### config.mk
export PLATFORM = sky130hd
export DESIGN_NAME = triangle_raster_scheduler
export DESIGN_NICKNAME = d
export VERILOG_FILES = /design/src/rtl/triangle_raster_scheduler.sv
export SDC_FILE = /design/constraint.sdc
export NUM_CORES = 1
export LEC_CHECK = 0
export ABC_AREA = 1
export CORE_AREA = 2 2 474 476
export DETAILED_ROUTE_END_ITERATION = 6
export DIE_AREA = 0 0 476 478
export PLACE_DENSITY = 0.31
export SLEW_MARGIN = 10
export SYNTH_ARGS = -nofsm -noshare
export SYNTH_HDL_FRONTEND = slang
export SYNTH_SLANG_ARGS = --single-unit
### constraint.sdc
create_clock -name i_clk -period 2.21 [get_ports i_clk]
set_clock_uncertainty 0.05 [all_clocks]
set_input_delay 0.5525 -clock i_clk [delete_from_list [all_inputs] [get_ports i_clk]]
set_output_delay 0.5525 -clock i_clk [all_outputs]
set_load 0.02 [all_outputs]
### src/rtl/triangle_raster_scheduler.sv
// Two-requester round-robin scheduler that hands triangles to a rasterizer
// timing unit and tracks per-triangle pixel counts and timeouts.
package triangle_raster_pkg;
  typedef struct packed {
    logic [31:0] x;
    logic [31:0] y;
    logic [31:0] z;
    logic [31:0] w;
  } Vector4_t;
endpackage

module triangle_raster_scheduler
  import triangle_raster_pkg::*;
#(
  parameter int COUNT_W       = 32,
  parameter int START_TIMEOUT = 4
) (
  input  logic               i_clk,
  input  logic               i_reset_n,
  input  logic               i_valid0,
  input  logic               i_valid1,
  output logic               o_ready0,
  output logic               o_ready1,
  input  Vector4_t           i_v1_0,
  input  Vector4_t           i_v2_0,
  input  Vector4_t           i_v3_0,
  input  Vector4_t           i_v1_1,
  input  Vector4_t           i_v2_1,
  input  Vector4_t           i_v3_1,
  output Vector4_t           o_v1,
  output Vector4_t           o_v2,
  output Vector4_t           o_v3,
  output logic               o_start,
  input  logic               i_rast_idle,
  input  logic               i_rast_valid,
  output logic               o_busy,
  output logic               o_owner,
  output logic               o_done,
  output logic               o_error,
  output logic [COUNT_W-1:0] o_pixel_count,
  output logic [15:0]        o_tri_count
);

  localparam int TMO_W = (START_TIMEOUT < 2) ? 1 : $clog2(START_TIMEOUT);
  localparam logic [TMO_W-1:0] TMO_LAST = TMO_W'(START_TIMEOUT - 1);

  typedef enum logic [1:0] {
    S_IDLE,
    S_START,
    S_WAIT_BUSY,
    S_WAIT_IDLE
  } state_t;

  state_t             state_q, state_d;
  logic               ptr_q, ptr_d;
  logic               owner_q, owner_d;
  logic               start_q, start_d;
  logic               done_q, done_d;
  logic               error_q, error_d;
  logic               busy_q, busy_d;
  Vector4_t           v1_q, v1_d;
  Vector4_t           v2_q, v2_d;
  Vector4_t           v3_q, v3_d;
  logic [COUNT_W-1:0] pix_q, pix_d;
  logic [COUNT_W-1:0] run_q, run_d;
  logic [COUNT_W-1:0] run_inc;
  logic [15:0]        tri_q, tri_d;
  logic [TMO_W-1:0]   tmo_q, tmo_d;

  logic gnt1;
  logic in_idle;
  logic accept;

  // Grant: requester 1 wins alone, or on contention when the pointer favours it.
  always_comb begin
    gnt1     = i_valid1 & (~i_valid0 | ptr_q);
    in_idle  = (state_q == S_IDLE) & i_reset_n;
    o_ready0 = in_idle & i_valid0 & ~gnt1;
    o_ready1 = in_idle & i_valid1 & gnt1;
    accept   = o_ready0 | o_ready1;
    run_inc  = (&run_q) ? run_q : run_q + COUNT_W'(1);
  end

  // Next-state and datapath updates for the scheduling sequence.
  always_comb begin
    state_d = state_q;
    ptr_d   = ptr_q;
    owner_d = owner_q;
    start_d = 1'b0;
    done_d  = 1'b0;
    error_d = 1'b0;
    v1_d    = v1_q;
    v2_d    = v2_q;
    v3_d    = v3_q;
    pix_d   = pix_q;
    run_d   = run_q;
    tri_d   = tri_q;
    tmo_d   = tmo_q;
    unique case (state_q)
      S_IDLE: begin
        if (accept) begin
          v1_d    = gnt1 ? i_v1_1 : i_v1_0;
          v2_d    = gnt1 ? i_v2_1 : i_v2_0;
          v3_d    = gnt1 ? i_v3_1 : i_v3_0;
          owner_d = gnt1;
          ptr_d   = ~gnt1;
          run_d   = '0;
          tmo_d   = '0;
          start_d = 1'b1;
          state_d = S_START;
        end
      end
      S_START: begin
        tmo_d   = '0;
        state_d = S_WAIT_BUSY;
      end
      S_WAIT_BUSY: begin
        if (i_rast_valid) run_d = run_inc;
        if (!i_rast_idle) begin
          state_d = S_WAIT_IDLE;
        end else if (tmo_q == TMO_LAST) begin
          error_d = 1'b1;
          tmo_d   = '0;
          state_d = S_IDLE;
        end else begin
          tmo_d = tmo_q + TMO_W'(1);
        end
      end
      S_WAIT_IDLE: begin
        if (i_rast_valid) run_d = run_inc;
        if (i_rast_idle) begin
          pix_d   = run_d;
          tri_d   = tri_q + 16'd1;
          done_d  = 1'b1;
          state_d = S_IDLE;
        end
      end
      default: state_d = S_IDLE;
    endcase
    busy_d = (state_d != S_IDLE);
  end

  // State and registered outputs.
  always_ff @(posedge i_clk or negedge i_reset_n) begin
    if (!i_reset_n) begin
      state_q <= S_IDLE;
      ptr_q   <= 1'b0;
      owner_q <= 1'b0;
      start_q <= 1'b0;
      done_q  <= 1'b0;
      error_q <= 1'b0;
      busy_q  <= 1'b0;
      v1_q    <= '0;
      v2_q    <= '0;
      v3_q    <= '0;
      pix_q   <= '0;
      run_q   <= '0;
      tri_q   <= '0;
      tmo_q   <= '0;
    end else begin
      state_q <= state_d;
      ptr_q   <= ptr_d;
      owner_q <= owner_d;
      start_q <= start_d;
      done_q  <= done_d;
      error_q <= error_d;
      busy_q  <= busy_d;
      v1_q    <= v1_d;
      v2_q    <= v2_d;
      v3_q    <= v3_d;
      pix_q   <= pix_d;
      run_q   <= run_d;
      tri_q   <= tri_d;
      tmo_q   <= tmo_d;
    end
  end

  assign o_v1          = v1_q;
  assign o_v2          = v2_q;
  assign o_v3          = v3_q;
  assign o_start       = start_q;
  assign o_busy        = busy_q;
  assign o_owner       = owner_q;
  assign o_done        = done_q;
  assign o_error       = error_q;
  assign o_pixel_count = pix_q;
  assign o_tri_count   = tri_q;

endmodule

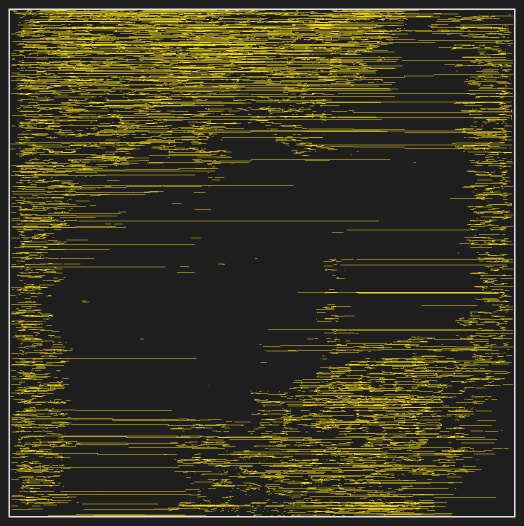
**Above:** run 1 (signal wires on met1).
share of all routed wire	40%
longest straight run	283 um
wire length on this layer	71.5 mm

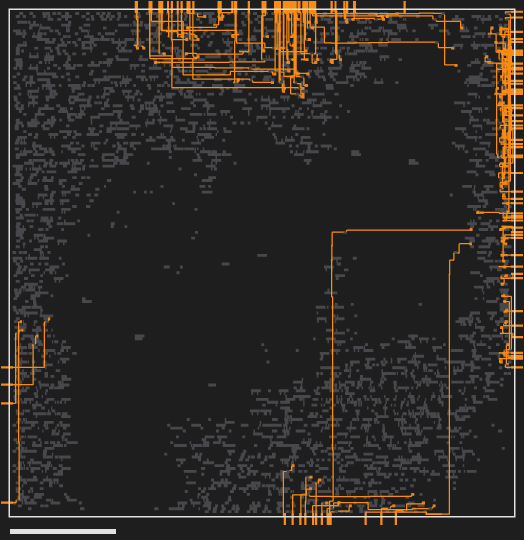
**Above:** run 1 (port wiring).
Bar = 100 um.
port	colour	direction	edge	end cells	buffers	wire
i_v2_0	orange	input	57 top, 54 right, 13 bottom, 4 left	128	128	7520 um

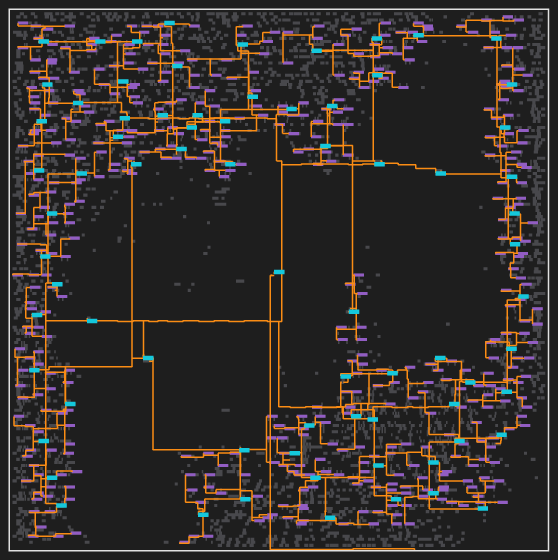
**Above:** run 1 (clock wires, drivers and flops).
[flip-flops] purple | count: 474
[clock-net drivers] cyan | count: 74
[clock wires] orange | length: 11200 um
flops lie	all over the die

==> job_summary.md, run 1 <==
### Metrics collected by this job

| Metric | Value |
|---|---|
| Status | finished, violations left |
| Violated checks | setup timing |
| Worst Tran Pin Value | 0.923 ns |
| Logic area | 0.00814 sq mm |
| Chip Area, Yosys | 0.0209 sq mm |
| Setup Viol. Count Final | 1 |
| Largest net degree at the start of global routing | 133 |
| Number of diodes | 11 |
| Fraction of area in registers | 29.7% |
| CP required | roughly 1.6 ns |
| Worst min-delay path class | in2reg |
| GR Util met2 | approximately 25% |
| Synthesis warning total | 0 |
| Hold slack | 0.368 ns |
| Ratio of cells with drive above 1 in the final layout | 13.9% |
| Main flop type | dfrtp_1 |
| All-Layer GR Usage | 15.1% |
| Placed inst area | roughly 0.038 sq mm |
| Fmax | 439 MHz |
| Buffers, non-clock | approximately 1.4k |
| Biggest area cells | dfrtp_1, nand2_1, a22oi_1 |
| Detailed Routing Iterations Pass 1 | 5 |
| Worst endpoint data arrival time | 1.67 ns |
| Clock transition at path regs | 0.06 ns |
| Clock sink count | 474 |
| Max-area cell share | 56.7% |
| Post-route DRC violation count | 0 |
| Grt met1 use | 17.8% |
| Placed Instances | around 6.6k |
| # clk buffers | about 110 |
| Post-synth EDFFs | 0 |
| Max-Slew Margin vs Limit | 38.4% |
| Asr flop ratio synth | 100% |
| Fin worst setup slack | -0.0655 ns |
| Vert. Die Dim | 478 um |
| Post-layout util | roughly 18% |
| Vias per Instance | 3.41 |
-- run 1: what timing repair did --
action | 4_1_cts | 5_1_grt
hold buffers | 1 | 0
buffers inserted | 3 | 0
resized | 397 | 5
setup endpoints to repair | 474 | 24
endpoints found under the hold margin | 60 | 0
pin swaps | 2 | 1
gates cloned | 2 | 0
-- run 1: layout by cell type (no fill, tap or decap), types with 8 or more instances in the layout --
master,instances
nand2_1,1013
nand3_1,96
clkinv_2,14
clkbuf_8,19
buf_12,30
clkdlybuf4s15_2,31
clkbuf_1,11
a21o_1,8
a31oi_1,45
inv_1,52
diode_2,11
dfrtp_1,473
xor2_1,10
a22oi_1,338
nand4_1,23
clkbuf_16,76
dlygate4sd2_1,252
buf_4,302
clkdlybuf4s50_1,772
clkdlybuf4s15_1,10
nor2_1,102
-- run 1: worst paths after layout --
kind,from,endpoint,slack (ns),depth (start not counted)
worst max-delay path,state_q[1],o_ready0,-0.07,4
max in group asynchronous,i_reset_n,o_v3[67],0.43,5
worst max register to register,state_q[1],o_v3[98],0.04,9
worst min-delay path,i_v1_0[66],o_v1[66],0.37,3
worst min register to register,o_tri_count[15],o_tri_count[15],0.42,1
min in group asynchronous,i_reset_n,run_q[1],0.49,4
-- run 1: worst min-delay path, stage by stage --
cell	delay, ns
clkdlybuf4s50_1	0.39
nand2_1	0.06
a31oi_1	0.07
-- run 1: cell families after synthesis --
logic type / after synthesis / synth area share [%]
AOI/OAI and AO/OA: 401 / 14.0
xor gates and xnor gates: 15 / 0.628
adders and majority gates: 3 / 0.179
buffers and inverters: 207 / 4.68
DFF: 474 / 56.7
and+or+nand+nor: 1257 / 23.8
-- run 1: report_power, final --
group	internal (mW)	switching, mW
sequential	12.1	2.27
clock	7.42	5.03
combinational	7.43	14.5
total	27.0	21.8
==> run 2: changes to the inputs <==
- ABC_AREA: 1 -> not set
- CORE_AREA: 2 2 474 476 -> 2 2 479 481
- DIE_AREA: 0 0 476 478 -> 0 0 481 483
- MAX_ROUTING_LAYER: not set -> met4
- PLACE_DENSITY: 0.31 -> 0.3
- RECOVER_POWER: not set -> 25
==> run 2 against run 1 <==
  * The flow still finishes with violations (setup timing)
  * Flip-flop count stayed put
  * Worst setup slack got worse by 0.26 ns
  * Non-clock buffer count is 80 higher
  * Wire length rose by 5.7%
  * Utilization rose by 0.16 points
  * First-iteration DRC count fell by 16%
  * Clock power down 3%
  * Via count shrank 1.1%
  * Cell count is 1.3% lower
  * Combinational power increased by 5%
  * Critical path depth increased by 2
  * Total power grew 2.8%
  * Critical endpoint unchanged
  * Highest routed layer is now met4
==> job_summary.md, run 2 <==
### Metrics collected by this job

| Metric | Value |
|---|---|
| Status | finished, violations left (unchanged) |
| Area grow syn2layout | 97.3% (was 90.8%) |
| Worst Tran Pin Value | 1.43 ns (was 0.923 ns) |
| Asr flop ratio synth | 100% (unchanged) |
| Pre-CTS WS | -1.02 ns (was -0.613 ns) |
| CP delay by family, top | buffers and inverters (was simple AND/OR/NAND/NOR gates) |
| Hold EP | o_owner (was o_v1[66]) |
| Worst min-delay path class | in2reg (unchanged) |
| Violated checks | setup timing (unchanged) |
| Synthesis warning total | 0 (unchanged) |
| Mapped Cells | 2171 (was 2357) |
| Initial antenna violation count | 58 (was 45) |
| Largest net degree at the start of global routing | 133 (unchanged) |
| Reg2Reg Setup Slack | -0.26 ns (was 0.04 ns) |
| Placed inst area | 0.0380 sq mm (was 0.0376 sq mm) |
| Chip area | 0.232 sq mm (was 0.228 sq mm) |
| Total core area | 0.227 sq mm (was 0.223 sq mm) |
| Longest Clk Path Bufs | 3 (unchanged) |
| Worst Setup Start Kind | flip-flop (unchanged) |
| Post-route DRC violation count | 0 (unchanged) |
| Vias in the first global route | 23.5k (was 23.8k) |
| Post-layout util | 18.1% (was 17.9%) |
| Cell Type Count | 48 (was 35) |
| Reg2reg end | o_pixel_count[4] (was o_v3[98]) |
| Hold slack | 0.307 ns (was 0.368 ns) |
| Final worst path period share | 115% (was 103%) |
| Final Hold Viols | 0 (unchanged) |
| Chip Area, Yosys | 0.0208 sq mm (was 0.0209 sq mm) |
| Synth cell count leaders | nand2_1, dfrtp_1, a22oi_1, clkbuf_1, o21ai_0 (was nand2_1, dfrtp_1, a22oi_1, nor2_1, nand3_1) |
| Setup Viol. Count Final | 151 (was 1) |
| Fin worst setup slack | -0.324 ns (was -0.0655 ns) |
| Clock sink count | 474 (unchanged) |
| Max-area cell share | 57.1% (was 56.7%) |
| R2r worst-path depth | 7 (was 9) |
| Post-synth EDFFs | 0 (unchanged) |
| Most frequent cells in the layout | clkdlybuf4s50_1, nand2_1, dfrtp_1 (was nand2_1, clkdlybuf4s50_1, dfrtp_1) |
| Final Max Slew Viols | 0 (unchanged) |
| Finished Layout Cells | 6662 (was 6752) |
| Clock transition at path regs | 0.06 ns (about the same) |
| Crit path buf inv count | 4 (was 1) |
| Worst endpoint data arrival time | 1.93 ns (was 1.67 ns) |
| Ratio of cells with drive above 1 in the final layout | 17.7% (was 13.9%) |
| Antenna Nets Post-Route | 0 (unchanged) |
| CP max stage cell | dfrtp_1 (unchanged) |
| Pwr dens | 1230 mW/mm^2 (was 1220 mW/mm^2) |
| Hold path depth | 4 (was 3) |
| Most instantiated logic cell after routing | clkdlybuf4s50_1 (was nand2_1) |
| R2r startpoint | state_q[0] (was state_q[1]) |
| Main flop type | dfrtp_1 (unchanged) |
| Max-Slew Margin vs Limit | 4.89% (was 38.4%) |
| Fmax | 395 MHz (was 439 MHz) |
| Logic area | 0.00850 sq mm (was 0.00814 sq mm) |
| CP required | 1.61 ns (about the same) |
| Count leader, synth | nand2_1 (unchanged) |
| Nets@finish | 4350 (was 4470) |
| Biggest area cells | dfrtp_1, nand2_1, a22oi_1 (unchanged) |
| Design Area, Final | 0.0409 sq mm (was 0.0399 sq mm) |
| Vias per Instance | 3.42 (was 3.41) |
| All-Layer GR Usage | 15.9% (was 15.1%) |
| Vert. Die Dim | 483 um (was 478 um) |
| Critical hold path startpoint | i_reset_n (was i_v1_0[66]) |
| # H-tree levels | 3 (unchanged) |
| Detailed Routing Iterations Pass 1 | 5 (unchanged) |
| Gp weighted congestion | 0.868 (was 0.892) |
| Boundary Pins | 1213 (unchanged) |
| CP max FO | 2 (unchanged) |
| Placed Instances | 6479 (was 6603) |
| Critical path class | reg2out (unchanged) |
## run 2: netlist changes by cell type in the layout (fill, tap and decap cells not counted), moves of 39 or more
cell,previous run,this run
o21ai_0,4,64
nand3_1,96,29
mux2i_1,0,54
inv_1,52,13
nor2_1,102,34
nand2_1,1013,769
## run 2: repair_timing
item / CTS / global route
hold buffers: 1 / 0
pin swaps: 10 / 20
endpoints found under the hold margin: 6 / 0
setup endpoints to repair: 443 / 79
buffers inserted: 14 / 12
gates cloned: 0 / 7
gates resized: 472 / 73
## run 2: worst max path at each step
stage | from | to | slack, ns | cells after the start
floorplan | i_valid0 | o_v1[10] | -0.04 | 9
finish | state_q[1] | o_ready0 | -0.32 | 6
CTS | state_q[1] | o_ready0 | -0.43 | 6
global placement | i_valid0 | o_v2[63] | -1.05 | 7
global route | state_q[1] | o_ready0 | -0.45 | 6
detailed placement | i_valid0 | o_v2[63] | -1.02 | 7
## run 2: area by class of cell
class                           count  area share [%]
Clock inverter                     27           0.816
Tap cell                         3009            9.19
Multi-Input combinational cell   1520            20.7
Clock buffer                      103            5.08
Inverter                           15           0.156
Antenna cell                       24           0.147
Sequential cell                   474            29.0
Timing Repair Buffer             1490            34.9
## run 2: power breakdown
group          internal [mW]  switching, mW
Combinational           7.90           15.3
Clock                   7.17           4.96
Sequential              12.3           2.60
## run 2: kinds of logic (layout without fill, tap and decap cells)
kind of cell,Yosys count,count (layout),share of synthesized area [%]
compound gates,507,507,17.4
xor+xnor,17,17,0.717
fa+ha+maj,3,3,0.181
buf+inv,177,1635,3.28
flops,474,474,57.1
mux,56,56,2.70
other cells,0,24,0
simple gates,937,937,18.5
## run 2: routing by layer
layer,track usage [%],wire (um),vias up
li1,-,-,10570
met5,-,0,-
met4,2.39,2730,0
met1,17.7,74100,11099
met2,25.7,88200,962
met3,8.21,22900,150
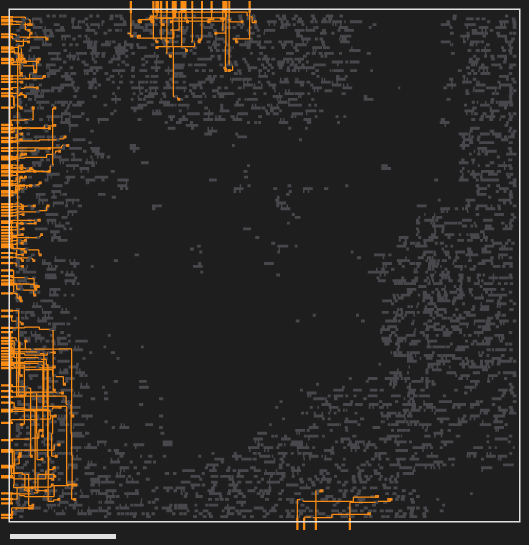
**Above:** run 2 (port wiring).
Bar = 100 um.
port	colour	direction	edge	end cells	buffers	wire
i_v2_0	orange	input	103 left, 21 top, 4 bottom	128	128	5710 um

Power and IR drop assume default switching activity.
